===== src/rtl/actor_motion_fsm.sv =====
// Per-actor fixed-point motion controller: GROUND/AIR/CLIMB/STUN state machine stepped once per frame.
// Optional macro DOUBLE_JUMP_EN grants one extra mid-air jump per airborne episode.
module actor_motion_fsm #(
    parameter int ROPES       = 6,
    parameter int POS_W       = 11,
    parameter int FRAC_BITS   = 6,
    parameter int INIT_X      = 280,
    parameter int INIT_Y      = 185,
    parameter int X_MIN       = -9,
    parameter int X_MAX       = 570,
    parameter int WALK_SPEED  = 200,
    parameter int CLIMB_SPEED = 100,
    parameter int JUMP_SPEED  = 300,
    parameter int GRAVITY     = 10,
    parameter int MAX_Y_SPEED = 230,
    parameter int STUN_FRAMES = 150
) (
    input  logic                    clk,
    input  logic                    resetN,
    input  logic                    startOfFrame,
    input  logic                    leftPressed,
    input  logic                    rightPressed,
    input  logic                    upPressed,
    input  logic                    downPressed,
    input  logic                    onRope,
    input  logic [ROPES-1:0]        ropeCollisions,
    input  logic [ROPES-1:0][1:0]   electroStatus,
    input  logic                    onBlock,
    input  logic [3:0]              hitEdgeCode,
    input  logic signed [15:0]      platformSpeed,
    output logic signed [POS_W-1:0] topLeftX,
    output logic signed [POS_W-1:0] topLeftY,
    output logic [1:0]              state,
    output logic                    stunned
);

    localparam int unsigned SPD_W = 16;
    localparam int unsigned ACC_W = 32;
    localparam int unsigned CNT_W = (STUN_FRAMES > 1) ? $clog2(STUN_FRAMES) : 1;

    localparam logic signed [ACC_W-1:0] X_LO  = ACC_W'(X_MIN * (1 << FRAC_BITS));
    localparam logic signed [ACC_W-1:0] X_HI  = ACC_W'(X_MAX * (1 << FRAC_BITS));
    localparam logic signed [ACC_W-1:0] Y_HI  = ACC_W'((1 << (POS_W - 1 + FRAC_BITS)) - 1);
    localparam logic signed [ACC_W-1:0] Y_LO  = ACC_W'(-(1 << (POS_W - 1 + FRAC_BITS)));
    localparam logic signed [ACC_W-1:0] X_RST = ACC_W'(INIT_X * (1 << FRAC_BITS));
    localparam logic signed [ACC_W-1:0] Y_RST = ACC_W'(INIT_Y * (1 << FRAC_BITS));

    localparam logic signed [SPD_W-1:0] V_WALK  = SPD_W'(WALK_SPEED);
    localparam logic signed [SPD_W-1:0] V_CLIMB = SPD_W'(CLIMB_SPEED);
    localparam logic signed [SPD_W-1:0] V_JUMP  = -SPD_W'(JUMP_SPEED);
    localparam logic signed [SPD_W-1:0] V_GRAV  = SPD_W'(GRAVITY);
    localparam logic signed [SPD_W-1:0] V_MAXY  = SPD_W'(MAX_Y_SPEED);

    typedef enum logic [1:0] {
        ST_GROUND = 2'b00,
        ST_AIR    = 2'b01,
        ST_CLIMB  = 2'b10,
        ST_STUN   = 2'b11
    } state_t;

    state_t                  r_state;
    logic [CNT_W-1:0]        r_cnt;
    logic signed [ACC_W-1:0] r_x;
    logic signed [ACC_W-1:0] r_y;
    logic signed [SPD_W-1:0] r_ys;
    logic                    r_stunned;
`ifdef DOUBLE_JUMP_EN
    logic                    r_token;
    logic                    r_up_prev;
`endif

    logic [ROPES-1:0]        w_live;
    logic                    w_shock;
    logic                    w_land;
    logic signed [SPD_W-1:0] w_xs;
    logic signed [ACC_W-1:0] w_x_sum;
    logic signed [ACC_W-1:0] w_x_next;
    logic signed [SPD_W-1:0] w_ys_grav;
    logic signed [SPD_W-1:0] w_ys_air;
    logic signed [SPD_W-1:0] w_ys_climb;

    // Y integration saturated to the range the pixel output can represent
    function automatic logic signed [ACC_W-1:0] y_step(input logic signed [ACC_W-1:0] y,
                                                       input logic signed [SPD_W-1:0] v);
        logic signed [ACC_W-1:0] s;
        s = y + ACC_W'(v);
        if (s > Y_HI)      y_step = Y_HI;
        else if (s < Y_LO) y_step = Y_LO;
        else               y_step = s;
    endfunction

    always_comb begin
        w_live = '0;
        for (int i = 0; i < ROPES; i++) w_live[i] = (electroStatus[i] == 2'b10);
    end

    assign w_shock = |(ropeCollisions & w_live);
    assign w_land  = onBlock & hitEdgeCode[0];

    // Carried platform speed unless exactly one unblocked direction key is held
    always_comb begin
        w_xs = platformSpeed;
        if (rightPressed && !leftPressed && !hitEdgeCode[1])     w_xs = V_WALK;
        else if (leftPressed && !rightPressed && !hitEdgeCode[3]) w_xs = -V_WALK;
    end

    always_comb begin
        w_x_sum  = r_x + ACC_W'(w_xs);
        w_x_next = w_x_sum;
        if (w_x_sum > X_HI)      w_x_next = X_HI;
        else if (w_x_sum < X_LO) w_x_next = X_LO;
    end

    always_comb begin
        w_ys_grav = r_ys + V_GRAV;
        w_ys_air  = w_ys_grav;
        if (hitEdgeCode[2] && r_ys[SPD_W-1]) w_ys_air = '0;
        else if (w_ys_grav > V_MAXY)         w_ys_air = V_MAXY;
    end

    always_comb begin
        w_ys_climb = '0;
        if (upPressed && !downPressed)      w_ys_climb = -V_CLIMB;
        else if (downPressed && !upPressed) w_ys_climb = V_CLIMB;
    end

    always_ff @(posedge clk or negedge resetN) begin
        if (!resetN) begin
            r_state   <= ST_AIR;
            r_cnt     <= '0;
            r_x       <= X_RST;
            r_y       <= Y_RST;
            r_ys      <= '0;
            r_stunned <= 1'b0;
`ifdef DOUBLE_JUMP_EN
            r_token   <= 1'b1;
            r_up_prev <= 1'b0;
`endif
        end else if (startOfFrame) begin
`ifdef DOUBLE_JUMP_EN
            r_up_prev <= upPressed;
`endif
            if (w_shock && r_state != ST_STUN) begin
                r_state   <= ST_STUN;
                r_cnt     <= CNT_W'(STUN_FRAMES - 1);
                r_ys      <= '0;
                r_stunned <= 1'b1;
            end else begin
                case (r_state)
                    ST_STUN: begin
                        if (r_cnt == '0) begin
                            r_state   <= ST_AIR;
                            r_stunned <= 1'b0;
                        end else begin
                            r_cnt <= r_cnt - CNT_W'(1);
                        end
                    end
                    ST_CLIMB: begin
                        r_x <= w_x_next;
                        if (!onRope) begin
                            r_state <= ST_AIR;
                            r_ys    <= w_ys_air;
                            r_y     <= y_step(r_y, w_ys_air);
                        end else begin
                            r_ys <= w_ys_climb;
                            r_y  <= y_step(r_y, w_ys_climb);
                        end
                    end
                    default: begin
                        r_x <= w_x_next;
                        if (onRope && (upPressed || downPressed)) begin
                            r_state <= ST_CLIMB;
                            r_ys    <= w_ys_climb;
                            r_y     <= y_step(r_y, w_ys_climb);
`ifdef DOUBLE_JUMP_EN
                            r_token <= 1'b1;
`endif
                        end else if (r_state == ST_GROUND) begin
                            if (upPressed) begin
                                r_state <= ST_AIR;
                                r_ys    <= V_JUMP;
                                r_y     <= y_step(r_y, V_JUMP);
                            end else if (!w_land) begin
                                r_state <= ST_AIR;
                                r_ys    <= w_ys_air;
                                r_y     <= y_step(r_y, w_ys_air);
                            end else begin
                                r_ys <= '0;
                            end
                        end else if (w_land && !r_ys[SPD_W-1]) begin
                            // Land on the platform top with the sub-pixel fraction dropped
                            r_state <= ST_GROUND;
                            r_ys    <= '0;
                            r_y     <= {r_y[ACC_W-1:FRAC_BITS], FRAC_BITS'(0)};
`ifdef DOUBLE_JUMP_EN
                            r_token <= 1'b1;
                        end else if (upPressed && !r_up_prev && r_token) begin
                            r_ys    <= V_JUMP;
                            r_y     <= y_step(r_y, V_JUMP);
                            r_token <= 1'b0;
`endif
                        end else begin
                            r_ys <= w_ys_air;
                            r_y  <= y_step(r_y, w_ys_air);
                        end
                    end
                endcase
            end
        end
    end

    assign topLeftX = POS_W'(r_x >>> FRAC_BITS);
    assign topLeftY = POS_W'(r_y >>> FRAC_BITS);
    assign state    = r_state;
    assign stunned  = r_stunned;

endmodule


===== config.mk =====
export PLATFORM = sky130hd
export DESIGN_NAME = actor_motion_fsm
export DESIGN_NICKNAME = d
export VERILOG_FILES = /design/src/rtl/actor_motion_fsm.sv
export SDC_FILE = /design/constraint.sdc
export NUM_CORES = 1
export LEC_CHECK = 0
export ABC_CLOCK_PERIOD_IN_PS = 6290
export CAP_MARGIN = 20
export CORE_MARGIN = 1.5
export CORE_UTILIZATION = 50
export DETAILED_ROUTE_END_ITERATION = 6
export PLACE_DENSITY = 0.71
export SLEW_MARGIN = 40
export SYNTH_ARGS = -nofsm -noshare
export SYNTH_HDL_FRONTEND = slang
export SYNTH_SLANG_ARGS = --single-unit

===== constraint.sdc =====
create_clock -name clk -period 6.29 [get_ports clk]
set_input_delay 1.258 -clock clk [delete_from_list [all_inputs] [get_ports clk]]
set_output_delay 1.258 -clock clk [all_outputs]
set_load 0.02 [all_outputs]

Figure 1. Metal 1 (run 1).
Scale bar: 50 um.
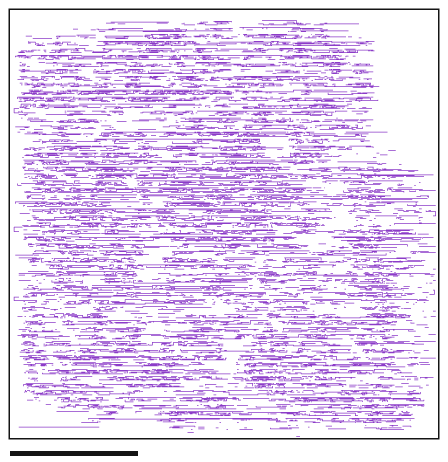
main direction: horizontal
nets with wire on the layer: 2111
share of all routed wire: 40%
wire length on this layer: 20.0 mm
longest straight run: 77.3 um
via count: 15933
met1 Usage GRT: 0.4183
WL final: 49990 um

Figure 2. Metal 2 (run 1).
Scale bar: 50 um. Cells faint in the background.
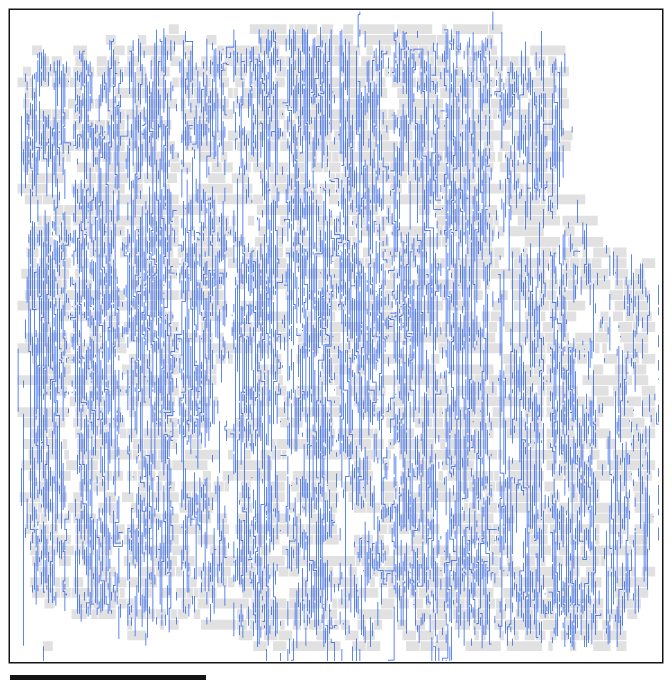
wire length on this layer: 23.6 mm
longest straight run: 59.2 um
main direction: vertical
met2 Track Usage GR: 0.5853

==> results.py, run 1 <==
# Flow results
metrics = {
    "status": {
        "status": "finished with violations",
        "violations": "DRC",
    },
    "finish": {
        "area_delta_synth_final_pct": 26.21,
        "flop-count": 91,
        "finalNonFillerCells": 2422,
        "layout-drive-gt1-share": 0.1998,
        "final-comb-area_sq_um": 10970,
        "final_area_sq_um": 16920,
        "final-nonclk-buf-share": 0.1633,
        "clkbuf_count": 9,
        "dominant_cells": "multi-input combinational cells",
        "lay_top_cells": "251 x buf_4, 229 x nor2_1, 156 x nand2_1, 119 x a21oi_1, 114 x o21ai_0",
        "clock_area_frac": 0.01753,
        "layout.cells.most_common": "buf_4",
    },
    "cts": {
        "postCtsSetupRepairBufs": 3,
        "cts_tree": "built",
        "cts_made_buffers": 9,
        "h-tree-depth": 3,
        "clk_pin_slew_ps": 90,
        "clock_latency_ps": 380,
        "hold_buffers": 0,
    },
    "floorplanning": {
        "initCoreUtil": 0.5115,
        "chipArea_sq_um": 27800,
        "core_area_sq_um": 26210,
        "dieHeight_um": 166.7,
    },
    "global_routing": {
        "grt.busiest_layer": "met2",
        "overflow": 0,
        "grtUsageTotal": 0.3422,
    },
    "timing": {
        "finClkSkew_ps": 16.66,
        "tns_ps": 0,
        "slew_headroom": 0.4142,
        "fin_ws_ps": 199.0,
        "hold_viol": 0,
        "period_used_share": 0.9684,
        "fmax_mhz": 164.2,
    },
    "logic_synthesis": {
        "syn_inst": 1853,
        "syn-cell-area_sq_um": 13410,
        "synthArstFlopShare": 1.000,
        "topCellsByArea": "dfrtp_1 15%, ha_1 9.7%, nor2_1 6.8%",
        "yosys_cells": 1853,
        "synth.distinct_cells": 96,
        "edf_count": 0,
        "aoi_share": 0.3411,
    },
    "worst_setup_path": {
        "critPathTopFamily": "AND-OR/OR-AND gates",
        "critical_path.reg2reg.endpoint": "r_y[7]",
        "rr_worst_depth": 27,
        "r2r_slack_ps": 210,
        "cpPeakStageDelay_ps": 560,
        "critPathCaptureType": "flop",
        "reg2reg_from": "r_ys[2]",
        "cp.arrival_ps": 6360,
    },
    "routing": {
        "topRoutingLayerUsed": "met4",
        "ant_nets": 0,
        "drc": 13,
        "wl_met3_um": 3867,
        "wl_per_cell_um": 20.64,
    },
    "place": {
        "hpwl_um": 37910,
        "placed_cells": 2389,
    },
    "hold_path": {
        "hp-start": "r_x[0]",
    },
}
Figure 3. M3 wires (run 1).
Scale bar: 50 um. Cells faint in the background.
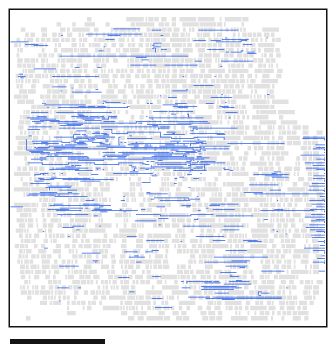
nets with wire on the layer: 302
main direction: horizontal
longest straight run: 67.9 um
wire length on this layer: 3870 um
GR met3 Demand/Resource: 0.05086

--- run 2 (diff from run 1) ---
CTS_BUF_LIST = sky130_fd_sc_hd__clkbuf_4   (was not set)
SETUP_SLACK_MARGIN = 0.2   (was not set)
==> results.py, run 2 <==
# Flow results
metrics = {
    "place": {
        "placed_cells": 2365,
        "hpwl_um": 37780,
    },
    "flow_run": {
        "tool_warnings": 34,
        "maxCapViolCount": 0,
    },
    "cts": {
        "cts_tree": "built",
        "postCtsSetupRepairBufs": 7,
        "clk_path_buf_depth": 2,
        "cts_made_buffers": 9,
        "clk_pin_slew_ps": 200,
        "clock_latency_ps": 510,
        "hold_buffers": 0,
        "h-tree-depth": 3,
    },
    "global_routing": {
        "grtUsageTotal": 0.3425,
        "met2_usage": 0.5842,
        "grt.busiest_layer": "met2",
        "overflow": 0,
        "grt_use_met3": 0.04491,
    },
    "logic_synthesis": {
        "edf_count": 0,
        "synthArstFlopShare": 1.000,
        "syn-cell-area_sq_um": 13410,
        "aoi_share": 0.3411,
        "synth.distinct_cells": 96,
        "topCellsByArea": "dfrtp_1 15%, ha_1 9.7%, nor2_1 6.8%",
        "yosys_cells": 1853,
        "synth_seq_share": 0.1707,
        "syn_inst": 1853,
    },
    "worst_setup_path": {
        "r2r_slack_ps": 9,
        "critPathRequiredTime_ps": 6720,
        "path_max_fanout": 5,
        "critical_path.reg2reg.endpoint": "r_y[25]",
        "crit_end": "r_y[25]",
        "cp.arrival_ps": 6710,
        "reg2reg_from": "r_ys[1]",
        "cpPeakStageDelay_ps": 520,
        "critPathSlowestCell": "or4_4",
        "critPathCaptureType": "flop",
        "critPathTopFamily": "simple AND/OR/NAND/NOR gates",
        "rr_worst_depth": 27,
    },
    "finish": {
        "lay_top_cells": "225 x nor2_1, 225 x buf_4, 148 x nand2_1, 113 x a21oi_1, 110 x o21ai_0",
        "final_area_sq_um": 17350,
        "flop-count": 91,
        "num-nets-final": 2234,
        "final-comb-area_sq_um": 11400,
        "final-nonclk-buf-share": 0.1682,
        "dominant_cells": "multi-input combinational cells",
        "clkbuf_count": 9,
        "area_delta_synth_final_pct": 29.42,
        "finalNonFillerCells": 2421,
        "layout-drive-gt1-share": 0.2302,
        "seq_share": 0.1319,
        "clock_area_frac": 0.007500,
    },
    "routing": {
        "routed-wl-met2_um": 23680,
        "dr.first_iter.drc_count": 1446,
        "topRoutingLayerUsed": "met4",
        "wl_per_cell_um": 20.96,
        "ant_nets": 0,
        "drc": 14,
        "wl_met3_um": 3609,
    },
    "timing": {
        "slew_headroom": 0.1570,
        "fmax_mhz": 159.2,
        "tns_ps": 0,
        "finClkSkew_ps": 35.54,
        "hold_ws_ps": 516.9,
        "period_used_share": 0.9985,
        "hold_viol": 0,
        "fin_ws_ps": 9.460,
    },
    "floorplanning": {
        "num_io_pins": 72,
        "dieHeight_um": 166.7,
        "initCoreUtil": 0.5115,
        "core_area_sq_um": 26210,
        "chipArea_sq_um": 27800,
    },
    "hold_path": {
        "hp-start": "stunned",
    },
    "status": {
        "violations": "DRC",
        "status": "finished with violations",
    },
}
Figure 4. The metal 4 layer (run 2).
Scale bar: 50 um.
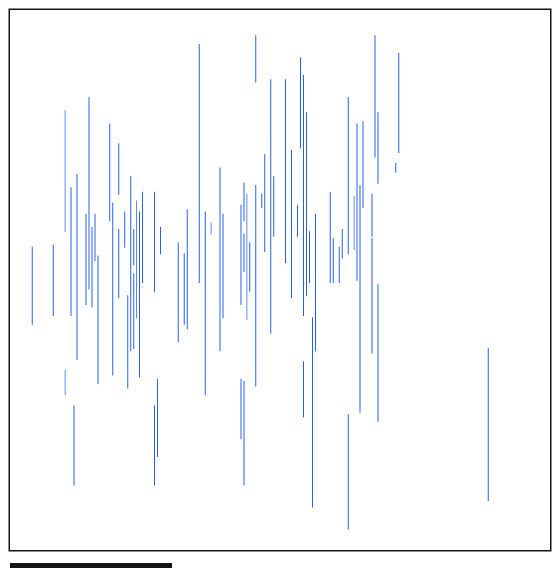
main direction: vertical
nets with wire on the layer: 68
share of all routed wire: 4.8%
wire length on this layer: 2440 um
longest straight run: 78.2 um
via count: 15928
WL final: 50740 um

Figure 5. Metal 1 (run 2).
Scale bar: 50 um.
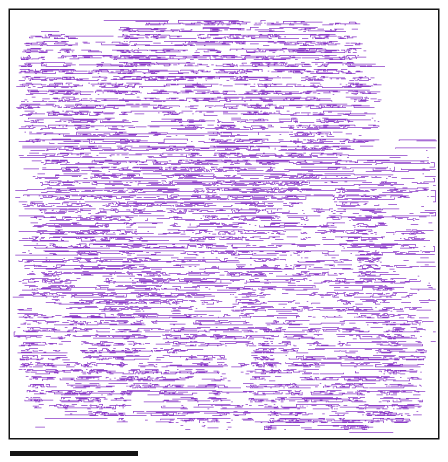
nets with wire on the layer: 2104
main direction: horizontal
met1 Usage GRT: 0.4333

